[config.mk]
export PLATFORM = sky130hd
export DESIGN_NAME = iob_wb_bridge
export DESIGN_NICKNAME = d
export VERILOG_FILES = /design/src/rtl/iob_eth_pkg.sv /design/src/rtl/iob_wb_timeout.sv /design/src/rtl/iob_wb_bridge.sv
export SDC_FILE = /design/constraint.sdc
export NUM_CORES = 1
export LEC_CHECK = 0
export ABC_AREA = 1
export CAP_MARGIN = 5
export CORE_MARGIN = 2
export CORE_UTILIZATION = 40
export DETAILED_ROUTE_END_ITERATION = 10
export GPL_ROUTABILITY_DRIVEN = 0
export HOLD_SLACK_MARGIN = 0.03
export PLACE_DENSITY = 0.81
export RECOVER_POWER = 25
export SYNTH_ARGS = -nofsm -noshare
export SYNTH_HDL_FRONTEND = slang
export SYNTH_HIERARCHICAL = 1
export SYNTH_SLANG_ARGS = --single-unit
[constraint.sdc]
create_clock -name clk -period 2.4 [get_ports clk]
set_input_delay 0.6 -clock clk [delete_from_list [all_inputs] [get_ports clk]]
set_output_delay 0.6 -clock clk [all_outputs]
set_load 0.01 [all_outputs]
[src/rtl/iob_eth_pkg.sv]
// Shared definitions for the IOb-to-Wishbone bridge: FSM encodings and the
// read-data value returned when a transfer fails.
package iob_eth_pkg;

   typedef enum logic [1:0] {
      ST_IDLE = 2'd0,
      ST_BUS  = 2'd1,
      ST_DONE = 2'd2
   } wb_state_e;

   localparam int unsigned ERR_RDATA_W = 32;
   localparam logic [ERR_RDATA_W-1:0] ERR_RDATA = 32'hFFFF_FFFF;

endpackage

[src/rtl/iob_wb_timeout.sv]
// Wishbone wait counter: counts enabled cycles and flags the cycle whose
// increment lands on the all-ones value.
module iob_wb_timeout #(
   parameter int unsigned TIMEOUT_W = 8
) (
   input  logic clk,
   input  logic rst,
   input  logic i_clr,
   input  logic i_en,
   output logic o_expire_c
);

   localparam logic [TIMEOUT_W-1:0] CNT_MAX = '1;

   logic [TIMEOUT_W-1:0] r_cnt;

   always_ff @(posedge clk) begin
      if (rst) begin
         r_cnt <= '0;
      end else if (i_clr) begin
         r_cnt <= '0;
      end else if (i_en) begin
         r_cnt <= r_cnt + TIMEOUT_W'(1);
      end
   end

   assign o_expire_c = i_en && (r_cnt == (CNT_MAX - TIMEOUT_W'(1)));

endmodule

[src/rtl/iob_wb_bridge.sv]
// Single-outstanding IOb-to-Wishbone master bridge with wait timeout and
// sticky bus/timeout error flags.
module iob_wb_bridge
   import iob_eth_pkg::*;
#(
   parameter int unsigned ADDR_W    = 16,
   parameter int unsigned DATA_W    = 32,
   parameter int unsigned TIMEOUT_W = 8
) (
   input  logic                clk,
   input  logic                rst,
   input  logic                valid,
   input  logic [ADDR_W-1:0]   address,
   input  logic [DATA_W-1:0]   wdata,
   input  logic [DATA_W/8-1:0] wstrb,
   output logic [DATA_W-1:0]   rdata,
   output logic                ready,
   output logic [ADDR_W-3:0]   wb_adr_o,
   output logic [DATA_W/8-1:0] wb_sel_o,
   output logic                wb_we_o,
   output logic                wb_cyc_o,
   output logic                wb_stb_o,
   output logic [DATA_W-1:0]   wb_dat_o,
   input  logic [DATA_W-1:0]   wb_dat_i,
   input  logic                wb_ack_i,
   input  logic                wb_err_i,
   input  logic                err_clr_i,
   output logic                busy_o,
   output logic                bus_err_o,
   output logic                tmo_err_o
);

   localparam int unsigned STRB_W = DATA_W / 8;
   localparam int unsigned WADR_W = ADDR_W - 2;

   wb_state_e          r_state,   w_state_nxt;
   logic [WADR_W-1:0]  r_adr,     w_adr_nxt;
   logic [STRB_W-1:0]  r_sel,     w_sel_nxt;
   logic               r_we,      w_we_nxt;
   logic               r_cyc,     w_cyc_nxt;
   logic [DATA_W-1:0]  r_dat,     w_dat_nxt;
   logic [DATA_W-1:0]  r_rdata,   w_rdata_nxt;
   logic               r_ready,   w_ready_nxt;
   logic               r_busy,    w_busy_nxt;
   logic               r_bus_err, w_bus_err_nxt;
   logic               r_tmo_err, w_tmo_err_nxt;
   logic               w_tmo_en;
   logic               w_tmo_clr;
   logic               w_tmo_expire_c;
   logic               w_unused;

   // Byte offset bits are dropped: the slave is word addressed.
   assign w_unused = &{1'b0, address[1:0]};

   iob_wb_timeout #(
      .TIMEOUT_W (TIMEOUT_W)
   ) u_timeout (
      .clk        (clk),
      .rst        (rst),
      .i_clr      (w_tmo_clr),
      .i_en       (w_tmo_en),
      .o_expire_c (w_tmo_expire_c)
   );

   always_ff @(posedge clk) begin
      if (rst) begin
         r_state   <= ST_IDLE;
         r_adr     <= '0;
         r_sel     <= '0;
         r_we      <= 1'b0;
         r_cyc     <= 1'b0;
         r_dat     <= '0;
         r_rdata   <= '0;
         r_ready   <= 1'b0;
         r_busy    <= 1'b0;
         r_bus_err <= 1'b0;
         r_tmo_err <= 1'b0;
      end else begin
         r_state   <= w_state_nxt;
         r_adr     <= w_adr_nxt;
         r_sel     <= w_sel_nxt;
         r_we      <= w_we_nxt;
         r_cyc     <= w_cyc_nxt;
         r_dat     <= w_dat_nxt;
         r_rdata   <= w_rdata_nxt;
         r_ready   <= w_ready_nxt;
         r_busy    <= w_busy_nxt;
         r_bus_err <= w_bus_err_nxt;
         r_tmo_err <= w_tmo_err_nxt;
      end
   end

   // Next-state and next-output logic; a flag set in the same cycle as a clear wins.
   always_comb begin
      w_state_nxt   = r_state;
      w_adr_nxt     = r_adr;
      w_sel_nxt     = r_sel;
      w_we_nxt      = r_we;
      w_cyc_nxt     = r_cyc;
      w_dat_nxt     = r_dat;
      w_rdata_nxt   = r_rdata;
      w_ready_nxt   = 1'b0;
      w_busy_nxt    = r_busy;
      w_bus_err_nxt = err_clr_i ? 1'b0 : r_bus_err;
      w_tmo_err_nxt = err_clr_i ? 1'b0 : r_tmo_err;
      w_tmo_en      = 1'b0;
      w_tmo_clr     = 1'b0;

      unique case (r_state)
         ST_IDLE: begin
            w_tmo_clr = 1'b1;
            if (valid) begin
               w_state_nxt = ST_BUS;
               w_adr_nxt   = address[ADDR_W-1:2];
               w_dat_nxt   = wdata;
               w_we_nxt    = |wstrb;
               w_sel_nxt   = (|wstrb) ? wstrb : '1;
               w_cyc_nxt   = 1'b1;
               w_busy_nxt  = 1'b1;
            end
         end
         ST_BUS: begin
            w_tmo_en = 1'b1;
            if (wb_err_i) begin
               w_state_nxt   = ST_DONE;
               w_cyc_nxt     = 1'b0;
               w_ready_nxt   = 1'b1;
               w_rdata_nxt   = DATA_W'(ERR_RDATA);
               w_bus_err_nxt = 1'b1;
            end else if (wb_ack_i) begin
               w_state_nxt = ST_DONE;
               w_cyc_nxt   = 1'b0;
               w_ready_nxt = 1'b1;
               if (!r_we) begin
                  w_rdata_nxt = wb_dat_i;
               end
            end else if (w_tmo_expire_c) begin
               w_state_nxt   = ST_DONE;
               w_cyc_nxt     = 1'b0;
               w_ready_nxt   = 1'b1;
               w_rdata_nxt   = DATA_W'(ERR_RDATA);
               w_tmo_err_nxt = 1'b1;
            end
         end
         ST_DONE: begin
            w_state_nxt = ST_IDLE;
            w_busy_nxt  = 1'b0;
         end
         default: begin
            w_state_nxt = ST_IDLE;
            w_cyc_nxt   = 1'b0;
            w_busy_nxt  = 1'b0;
         end
      endcase
   end

   assign rdata     = r_rdata;
   assign ready     = r_ready;
   assign wb_adr_o  = r_adr;
   assign wb_sel_o  = r_sel;
   assign wb_we_o   = r_we;
   assign wb_cyc_o  = r_cyc;
   assign wb_stb_o  = r_cyc;
   assign wb_dat_o  = r_dat;
   assign busy_o    = r_busy;
   assign bus_err_o = r_bus_err;
   assign tmo_err_o = r_tmo_err;

endmodule
==> impl_metrics.ini, run 1 <==
; flow metrics
[outcome]
outcome = finished, final reports clean

[detailed_routing]
wl_um = 10600
ant_nets = 0
dr.pass1.iters = 5
wl_met1_um = 4450
wl_met3_um = 1180
drtIter0Drc = 103
avgRoutedWirePerCell_um = 11.8
highest_layer = met4
vias = 3990
dr_wl_met2_um = 4820

[synthesis]
mux_share = 0
top_cells_by_area = dfxtp_1, nor2_1, nand2_1
ys.flops = 98
yosys_most_used_dff = dfxtp_1
common_cells = nor2_1, nand2_1, dfxtp_1, inv_1, o21ai_0
logic_family = simple AND/OR/NAND/NOR gates
yosys_warnings = 6
syn_inst = 597
async_reset_ff_frac = 0
netlist.area_leader.share = 0.479
yosys-stat-cells = 597
synth-adder-area-share = 0.00611
netlist_area_um2 = 4100
aoi_share = 0.0785
top_cell = nor2_1
synth-simple-area-share = 0.304

[critical_path]
r2r_start = r_state[0]$_SDFFE_PP0P_
path_buffers = 3
r2r_slack_ns = 0.45
r2r_end = rdata[25]$_SDFFE_PP0P_
startpoint_type = input pin
crit_end = wb_dat_o[30]$_SDFFE_PP0P_
reg2regPathDepth = 11
crit_start = rst
worstSetupPathType = in -> reg
cp-end-kind = register
critPathMaxStageDelay_ns = 0.63
crit_arrival_ns = 2.34
worstPathMaxFanout = 79
cp_top_family = buffers and inverters
crit_required_ns = 2.71
path_cells = dlygate4sd3_1 > clkinv_1 > clkbuf_4 > o21ai_0 > nor2_1
worst-path-stages = 5

[finish]
mostFrequentLayoutCell = clkdlybuf4s50_1
layout-drive-gt1-share = 0.0418
fin_nets = 853
diodes = 0

[clock_network]
cts-root-buf = clkbuf_8
clock_sinks = 98
clk_path_buf_depth = 2
hold_buffers = 0
postCtsSetupBuffers = 0
cts_max_level = 3
clkTransAtPathRegs_ns = 0.10

[global_routing]
grt_pass1_vias = 3819
grt_max_degree = 80
grt_first_pass_wirelength_um = 17200
antenna_found_initial = 0
grt_util_all_layers = 0.192
busiest_layer = met2
grt_use_met1 = 0.213
grt_overflow_total = 0

[floorplan]
fp-utilization = 0.415
die_h_um = 105
die_area_um2 = 11100
ioPinCount = 179
std_cell_rows = 36

[placement]
dp_hpwl_um = 7600
pre_cts_ws_ns = 0.219
placed_cell_area_um2 = 5920

[timing]
setup_violations = 0
grt_setup_unrepaired = no
timing.final.ws_setup_ns = 0.363
max_freq_mhz = 491
min_period_over_period = 0.849
final-hold-violation-count = 0
slew_headroom = 0.494
drv_slew = 0
tns_ns = 0

[power_and_ir_drop]
power_density_nw_per_um2 = 607
p_leak_nw = 2.72
peakVddDrop_uv = 425

[worst_hold_path]
min_path_cells = 2
hp-start = busy_o$_SDFFE_PP0P_
hp-class = reg -> reg
min_to = busy_o$_SDFFE_PP0P_

[job]
warning_count = 29
max_cap_viol_count = 0
## run 1: power breakdown
part	switching, mW	internal [mW]
clock	0.583	0.510
sequential	0.0660	1.75
combinational	0.361	0.434
## run 1: stage by stage
stage / power [mW] / hold slack, ns / cells / util
2_1_floorplan: 2.22 / 0.437 / 597 / -
6_report: 3.70 / 0.469 / 899 / 0.619
3_3_place_gp: 2.63 / 0.452 / 883 / 0.600
4_1_cts: 3.76 / 0.476 / 899 / 0.620
5_1_grt: 3.91 / 0.498 / 899 / 0.619
3_5_place_dp: 2.66 / 0.460 / 883 / 0.600
## run 1: layout make-up
class	instances	area (um2)
sequential	98	1960
clock inverter	6	66.3
inverter	91	342
multi-input combinational	378	1600
clock buffer	10	138
fill	862	3760
timing repair buffer	183	1830
tap	133	166
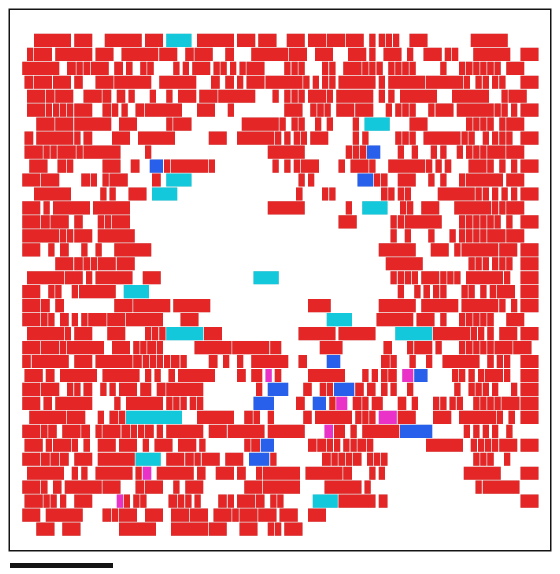
**Above:** run 1 (cell sizes after repair).
Bar = 20 um.
color	size	cells	share
blue	x3 and x4	12	1.6%
magenta	x2	7	0.91%
cyan	x6 and larger	13	1.7%
red	x1 and smaller	734	96%
bufs w/o clock: 183
Area growth syn-to-layout: 49.0%

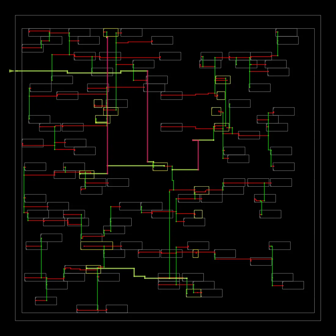
**Above:** run 1 (the clock network).
Worst Clk Skew: 0.0118 ns
CTS Buf Count: 9
Clock Latency Late Sink: 0.37 ns
Power Clock: 1.09 mW

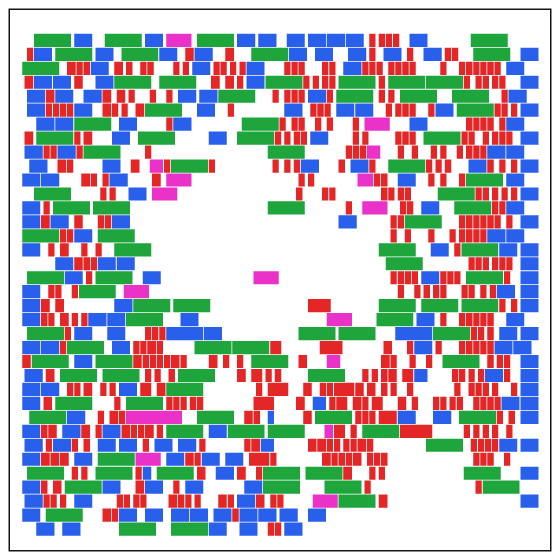
**Above:** run 1 (placed cells, one color a class).
color	class	cells
red	remaining logic cells	469
blue	remaining buffers and delay cells	183
magenta	clock drivers and dummy loads	16
green	registers	98
final core occ: 0.619
design area: 6100 um2

==> run 2: changes to the inputs <==
--- a/config.mk
+++ b/config.mk
@@ -8,11 +8,11 @@
 export ABC_AREA = 1
 export CAP_MARGIN = 5
 export CORE_MARGIN = 2
-export CORE_UTILIZATION = 40
+export CORE_UTILIZATION = 38
 export DETAILED_ROUTE_END_ITERATION = 10
 export GPL_ROUTABILITY_DRIVEN = 0
 export HOLD_SLACK_MARGIN = 0.03
-export PLACE_DENSITY = 0.81
+export PLACE_DENSITY = 0.8
 export RECOVER_POWER = 25
 export SYNTH_ARGS = -nofsm -noshare
 export SYNTH_HDL_FRONTEND = slang
==> constraint.sdc (replaced) <==
create_clock -name clk -period 1.7 [get_ports clk]
set_input_delay 0.425 -clock clk [delete_from_list [all_inputs] [get_ports clk]]
set_output_delay 0.425 -clock clk [all_outputs]
set_load 0.01 [all_outputs]
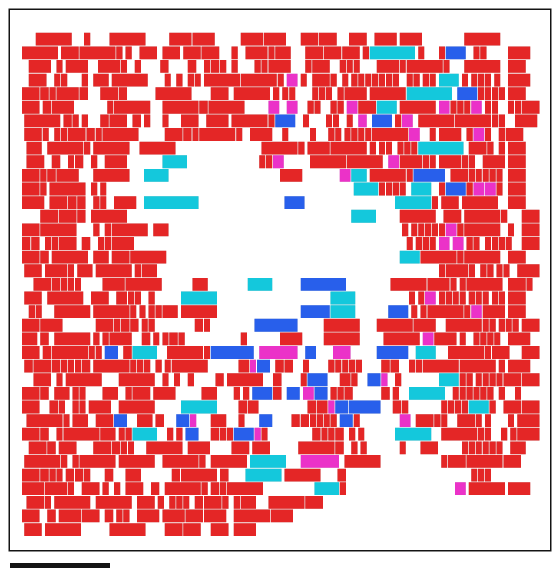
**Above:** run 2 (cell sizes after repair).
Bar = 20 um.
color	size	cells	share
blue	x3 and x4	29	3.7%
cyan	x6 and larger	29	3.7%
red	x1 and smaller	696	89%
magenta	x2	32	4.1%
min setup slack post-route: -0.00509 ns
Area growth syn-to-layout: 62.9%
bufs w/o clock: 203
design area: 6670 um2

==> impl_metrics.ini, run 2 <==
; flow metrics
[global_routing]
grt_pass1_vias = 3805
grt_max_degree = 48
grt_use_met1 = 0.202
busiest_layer = met2
grt_util_all_layers = 0.181
grt_first_pass_wirelength_um = 16800

[power_and_ir_drop]
power_density_nw_per_um2 = 791
power_leader = registers
pwr-share-comb = 0.231
total_power_mw = 5.28
p_int_mw = 3.84
p_leak_nw = 3.86
switching_share = 0.273
clkPwrFrac = 0.284
pwr-share-seq = 0.485

[floorplan]
ioPinCount = 179
die_h_um = 108
std_cell_rows = 37

[timing]
timing.final.ws_setup_ns = -0.00509
grt_setup_unrepaired = yes
drv_slew = 0
finalHoldWorstSlack_ns = 0.468
slew_headroom = 0.708
min_period_over_period = 1.00
setup_violations = 1

[placement]
dp.cells = 897
pre_cts_ws_ns = -0.0731
placed_cell_area_um2 = 6050
dp_hpwl_um = 7740

[finish]
fillers = 895
fin_cells = 922
layout-drive-gt1-share = 0.115
fin_nets = 874
inv_count = 91
signal_buffer_area_fraction = 0.337

[outcome]
outcome = finished with violations
failed_checks = setup timing

[critical_path]
crit_arrival_ns = 2.00
startpoint_type = register
path_cells = inv_4 > ha_4 > nand3_4 > nor3_4 > inv_2 > nand2_4 > nand3_4 > clkbuf_16 > nand2_4 > nand2_2 > nor2_1
reg2regPathDepth = 11
crit_required_ns = 2.00
r2r_start = u_timeout/r_cnt[0]$_SDFFE_PP0P_
critPathMaxStageDelay_ns = 0.37
worstPathMaxFanout = 7

[job]
warning_count = 30

[detailed_routing]
highest_layer = met4

[synthesis]
async_reset_ff_frac = 0
netlist.area_leader.share = 0.479
common_cells = nor2_1, nand2_1, dfxtp_1, inv_1, o21ai_0
ys.flops = 98
top_cells_by_area = dfxtp_1, nor2_1, nand2_1
top_cell = nor2_1
yosys_warnings = 6
yosys_most_used_dff = dfxtp_1
yosys-stat-cells = 597

[clock_network]
cts-root-buf = clkbuf_8
clkTransAtPathRegs_ns = 0.09
hold_buffers = 0

[worst_hold_path]
min_path_cells = 2
hp-class = reg -> reg
## run 2: worst max-delay path: cells and delay by family, from the launching register on
kind / cells / cell delay, ns
fa+ha+maj: 1 / 0.13
buf+inv: 3 / 0.36
flops: 1 / 0.37
simple gates: 7 / 0.79
## run 2: kinds of logic (layout without fill, tap and decap cells)
| logic type | count (synthesis) | in the layout | share of synthesized area |
|---|---|---|---|
| compound gates | 64 | 64 | 0.0785 |
| flops | 98 | 98 | 0.479 |
| buf+inv | 121 | 309 | 0.132 |
| simple gates | 312 | 313 | 0.304 |
| fa+ha+maj | 2 | 2 | 0.00611 |
## run 2: what timing repair did
action / in CTS / in global routing
pin swaps: 0 / 12
resized: 20 / 113
endpoints found under the setup margin: 20 / 91
setup buffers: 0 / 2
cloned: 0 / 8
Power and IR drop assume default switching activity.
